`src/rtl/oam_dma.sv`:
```
// oam_dma: copies DMA_LENGTH bytes from {page, 8'h00} into OAM when the CPU
// writes the DMA start register.
//
// Ports:
//   iClock, iReset           clock, asynchronous active-high reset
//   iCpuWe/iCpuAddr/iCpuData CPU write bus (trigger on DMA_REG_ADDR)
//   oDmaReg                  last value written to the DMA register
//   oDmaActive               high while a transfer is in progress
//   oDmaReadRequest/Addr     source read toward the MMU read path
//   iDmaReadData             source data, one cycle after the address
//   oOamWe/oOamAddr/oOamData OAM write port
module oam_dma #(
    parameter int          DMA_LENGTH   = 160,
    parameter logic [15:0] DMA_REG_ADDR = 16'hFF46
) (
    input  logic        iClock,
    input  logic        iReset,
    input  logic        iCpuWe,
    input  logic [15:0] iCpuAddr,
    input  logic [7:0]  iCpuData,
    output logic [7:0]  oDmaReg,
    output logic        oDmaActive,
    output logic        oDmaReadRequest,
    output logic [15:0] oDmaReadAddr,
    input  logic [7:0]  iDmaReadData,
    output logic        oOamWe,
    output logic [7:0]  oOamAddr,
    output logic [7:0]  oOamData
);

    localparam logic [1:0] IDLE  = 2'd0;
    localparam logic [1:0] RUN   = 2'd1;
    localparam logic [1:0] DRAIN = 2'd2;

    localparam logic [7:0] LAST_IDX = 8'(DMA_LENGTH - 1);

    logic [1:0] state;
    logic [7:0] page;
    logic [7:0] idx;        // index of the read issued in the current cycle
    logic [7:0] dma_reg;
    logic       oam_we_q;   // a read was issued last cycle
    logic [7:0] oam_addr_q;
    logic       trigger;
    logic [7:0] src_page;

    assign trigger  = iCpuWe && (iCpuAddr == DMA_REG_ADDR);
    // E0..FF is echo RAM; fold it back onto C0..DF work RAM.
    assign src_page = (iCpuData < 8'hE0) ? iCpuData : (iCpuData - 8'h20);

    always_ff @(posedge iClock or posedge iReset) begin
        if (iReset) begin
            state      <= IDLE;
            page       <= 8'h00;
            idx        <= 8'h00;
            dma_reg    <= 8'h00;
            oam_we_q   <= 1'b0;
            oam_addr_q <= 8'h00;
        end else if (trigger) begin
            // Restart from index 0; the read issued this cycle is never written.
            dma_reg  <= iCpuData;
            state    <= RUN;
            page     <= src_page;
            idx      <= 8'h00;
            oam_we_q <= 1'b0;
        end else begin
            case (state)
                RUN: begin
                    oam_we_q   <= 1'b1;
                    oam_addr_q <= idx;
                    if (idx == LAST_IDX) begin
                        state <= DRAIN;     // idx holds so the read address holds
                    end else begin
                        idx <= idx + 8'd1;
                    end
                end
                DRAIN: begin
                    oam_we_q <= 1'b0;
                    state    <= IDLE;
                end
                default: begin
                    oam_we_q <= 1'b0;
                    state    <= IDLE;
                end
            endcase
        end
    end

    assign oDmaReg         = dma_reg;
    assign oDmaActive      = (state != IDLE);
    assign oDmaReadRequest = (state == RUN);
    assign oDmaReadAddr    = {page, idx};
    // A trigger cycle never writes OAM, so a retrigger in DRAIN drops the last byte.
    assign oOamWe          = oam_we_q && !trigger;
    assign oOamAddr        = oam_addr_q;
    assign oOamData        = oOamWe ? iDmaReadData : 8'h00;

endmodule

```
`config.mk`:
```
export PLATFORM = sky130hd
export DESIGN_NAME = oam_dma
export DESIGN_NICKNAME = d
export VERILOG_FILES = /design/src/rtl/oam_dma.sv
export SDC_FILE = /design/constraint.sdc
export NUM_CORES = 1
export LEC_CHECK = 0
export ABC_AREA = 1
export CAP_MARGIN = 30
export CORE_MARGIN = 1.5
export CORE_UTILIZATION = 30
export DETAILED_ROUTE_END_ITERATION = 7
export GPL_ROUTABILITY_DRIVEN = 0
export PLACE_DENSITY = 0.72
export SYNTH_ARGS = -nofsm -noshare
export SYNTH_HDL_FRONTEND = slang
export SYNTH_SLANG_ARGS = --single-unit
```
`constraint.sdc`:
```
create_clock -name iClock -period 3.2 [get_ports iClock]
set_clock_uncertainty 0.15 [all_clocks]
set_input_delay 0.48 -clock iClock [delete_from_list [all_inputs] [get_ports iClock]]
set_output_delay 0.48 -clock iClock [all_outputs]
set_load 0.005 [all_outputs]
```
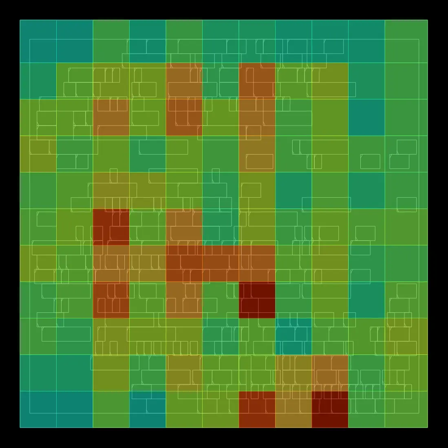
final_congestion.png
core occupancy in the finished layout: 0.490
global-route met1 utilization: 0.174
met3 usage in global routing: 0.0440
GR met2 Demand/Resource: 0.257
Most Crowded Layer GR: met2

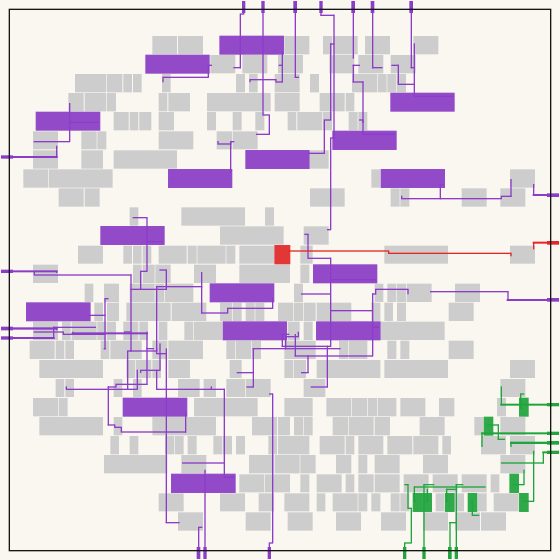
port_nets.png
Red stands for oDmaActive, bits 1, direction output, edge right, end cells 1, buffers 1, wire 35.3 um. Green stands for iDmaReadData, bits 8, direction input, edge 4 right, 4 bottom, end cells 8, buffers 8, wire 110 um. Purple stands for oDmaReadAddr, bits 16, direction output, edge 7 top, 4 left, 3 bottom, 2 right, end cells 16, buffers 16, wire 662 um.

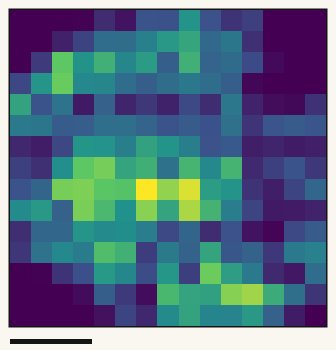
wire_density.png
Bar = 20 um. The die is cut into 15 by 15 equal tiles; dark purple is low, yellow is high, scaled to the fullest tile. Values are wire area over tile area, all layers added.
The emptiest ninth of the die: upper right. 13% of the tiles are nearly empty. The densest ninth of the die: center. 24% of the tiles are over half the peak. The fullest tile reaches 0.34. The mean over all tiles is 0.11.

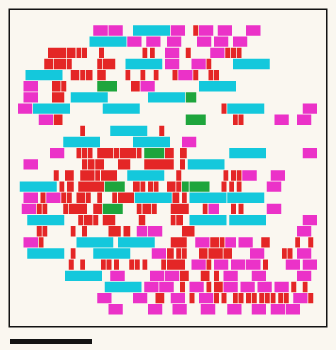
cell_classes.png
Bar = 20 um.
Magenta stands for other buffers and delay cells, cells 80, share of their area 32%. Green stands for clock drivers and dummy loads, cells 8, share of their area 3.9%. Red stands for all other logic, cells 161, share of their area 33%. Cyan stands for flip-flops, cells 30, share of their area 30%.

==> summary.log <==
INFO  outcome        run_status=finished, final reports clean
INFO  critical_path  critPathLaunchType=input port
INFO  floorplan      num_tapcells=70
INFO  critical_path  master_of_the_slowest_instance_on_the_critical_path=clkdlybuf4s50_1
INFO  logic_synthesis postSynthRegisterBits=30
INFO  logic_synthesis main_area_contributors=dfrtp_1, nand2_1, inv_1
INFO  pwr            clock_network_power_consumption=0.320mW
INFO  pwr            power.ir.vdd_worst=0.179mV
INFO  cells_and_area combAreaFraction=0.283
INFO  critical_path  criticalPathCategory=in -> out
INFO  final_timing   maxClockFrequency=376MHz
INFO  detailed_routing drt_iter0_drc=62
INFO  cells_and_area top_area_cell_class=buffers
INFO  detailed_routing m1WireLength=1800um
INFO  pwr            p_per_area=391nW/um^2
INFO  floorplan      floorplan.core_area=5200squm
INFO  final_timing   worst-slew-pin-transition=807ps
INFO  logic_synthesis synth_top_area_share=0.456
INFO  final_timing   timing.slew.headroom=0.461
INFO  final_timing   rsz0062_at_grt=no
INFO  logic_synthesis synth.cells.most_frequent=nand2_1, dfrtp_1, inv_1
INFO  clock_tree     cts_buffers=5
INFO  logic_synthesis synth.yosys.num_cells=199
INFO  cells_and_area multiInputCombCellCount=134
INFO  pwr            p_comb=0.220mW
INFO  pwr            p_comb_frac=0.221
INFO  critical_path  cpLargestDelayFamily=buffers and inverters
INFO  detailed_routing via_count=1,505
INFO  cells_and_area final.signal_inverter_count=27
INFO  pwr            dominant_power_group=sequential cells
INFO  critical_path  crit_path_start=iCpuAddr[13]
INFO  cells_and_area final.signal_buffer_count=80
INFO  detailed_routing wl_met2=2080um
INFO  logic_synthesis ys_seq_frac=0.456
INFO  floorplan      placement_rows=26
INFO  floorplan      ioPinCount=78
INFO  critical_path  startpoint_of_the_worst_register_to_register_path=idx[0]$_DFFE_PP0P_
INFO  critical_path  reg2reg_setup_slack=1590ps
INFO  hold_path      hold_depth=2
INFO  logic_synthesis ys.flop_type=dfrtp_1
INFO  logic_synthesis yosys_area=1650squm
INFO  logic_synthesis yosys_warnings=0
INFO  critical_path  crit_buf_inv=2
INFO  final_timing   post-route-min-period=2660ps
INFO  critical_path  ff2ff_path_depth=8
INFO  cells_and_area layout_top_cells_excl_fill_tap=clkdlybuf4s50_1, nand2_1, dfrtp_1, inv_1, nor2_1
INFO  cells_and_area layout.clock.cell_area_share=0.0373
INFO  cells_and_area drive_above_1_share=0.154
INFO  logic_synthesis synthesis.area_per_instance=8.27squm
INFO  cells_and_area lay_top_count=clkdlybuf4s50_1
INFO  cells_and_area buf_share=0.311
INFO  critical_path  worst_ep_arrival_time=2030ps
INFO  logic_synthesis post-synth-top-count-cell=nand2_1
INFO  logic_synthesis largest_area_cell=dfrtp_1
INFO  grt            number_of_antenna_violations_at_the_first_check_in_global_routing=0
INFO  detailed_routing wl_met3=223um
INFO  clock_tree     clkTransAtPathRegs=70ps
INFO  pwr            power.share.switching=0.274
INFO  critical_path  endpoint=oOamData[2]
INFO  final_timing   finalClockPeriodUsage=0.831
INFO  clock_tree     cts_root_buffer=clkbuf_8
INFO  final_timing   max_slew_violation_count=0
INFO  critical_path  crit_path_end_kind=output port
INFO  clock_tree     cts-htree-levels=2
INFO  placed_design  placed_cell_area=2460squm
INFO  grt            first_global_vias=1,553
INFO  pwr            cell_internal_pwr=0.725mW
INFO  logic_synthesis synth_cell_types=24
INFO  clock_tree     clock_insertion_delay_worst_skew=280ps
INFO  logic_synthesis syn_area=1650squm
INFO  detailed_routing detail_route.vias_per_cell=4.31
INFO  hold_path      timing.hold.worst_endpoint=oDmaReg[7]$_DFFE_PP0P_
INFO  logic_synthesis postSynthCellCount=199
INFO  detailed_routing firstDrtPassIters=4
INFO  pwr            seq-power=0.458mW
INFO  grt            pin_count_of_the_biggest_net_entering_global_routing=23
INFO  cells_and_area seqCellArea=751squm
INFO  logic_synthesis synth-edff-count=0
INFO  cells_and_area num-clock-buffers=6
INFO  detailed_routing number_of_nets_with_antenna_violations_after_routing=0
INFO  critical_path  critical_path_depth=9
INFO  cells_and_area area.share.sequential=0.294
INFO  flow_run       tool_warnings=26
-- through the flow --
stage                     hold WS [ps]  instances
after floorplan                    315        199
after global placement             307        341
after detailed placement           311        341
after CTS                          329        349
after global routing               369        349
final                              327        349
-- cells by family (layout without fill, tap and decap cells) --
logic type                 Yosys count  in the layout  share of synthesized area
adders and majority gates            2              2                     0.0152
DFF                                 30             30                      0.456
AOI/OAI and AO/OA                    4              4                     0.0213
and+or+nand+nor                    125            125                      0.387
buffers and inverters               35            115                      0.105
xor gates and xnor gates             3              3                     0.0160
-- sequential cells by signal, indices dropped and copies added (netlist names) --
signal and cells:
oDmaReg 3, state 2, page 8, oam_we_q 1, oOamAddr 8, idx 8
Power and IR drop assume default switching activity.
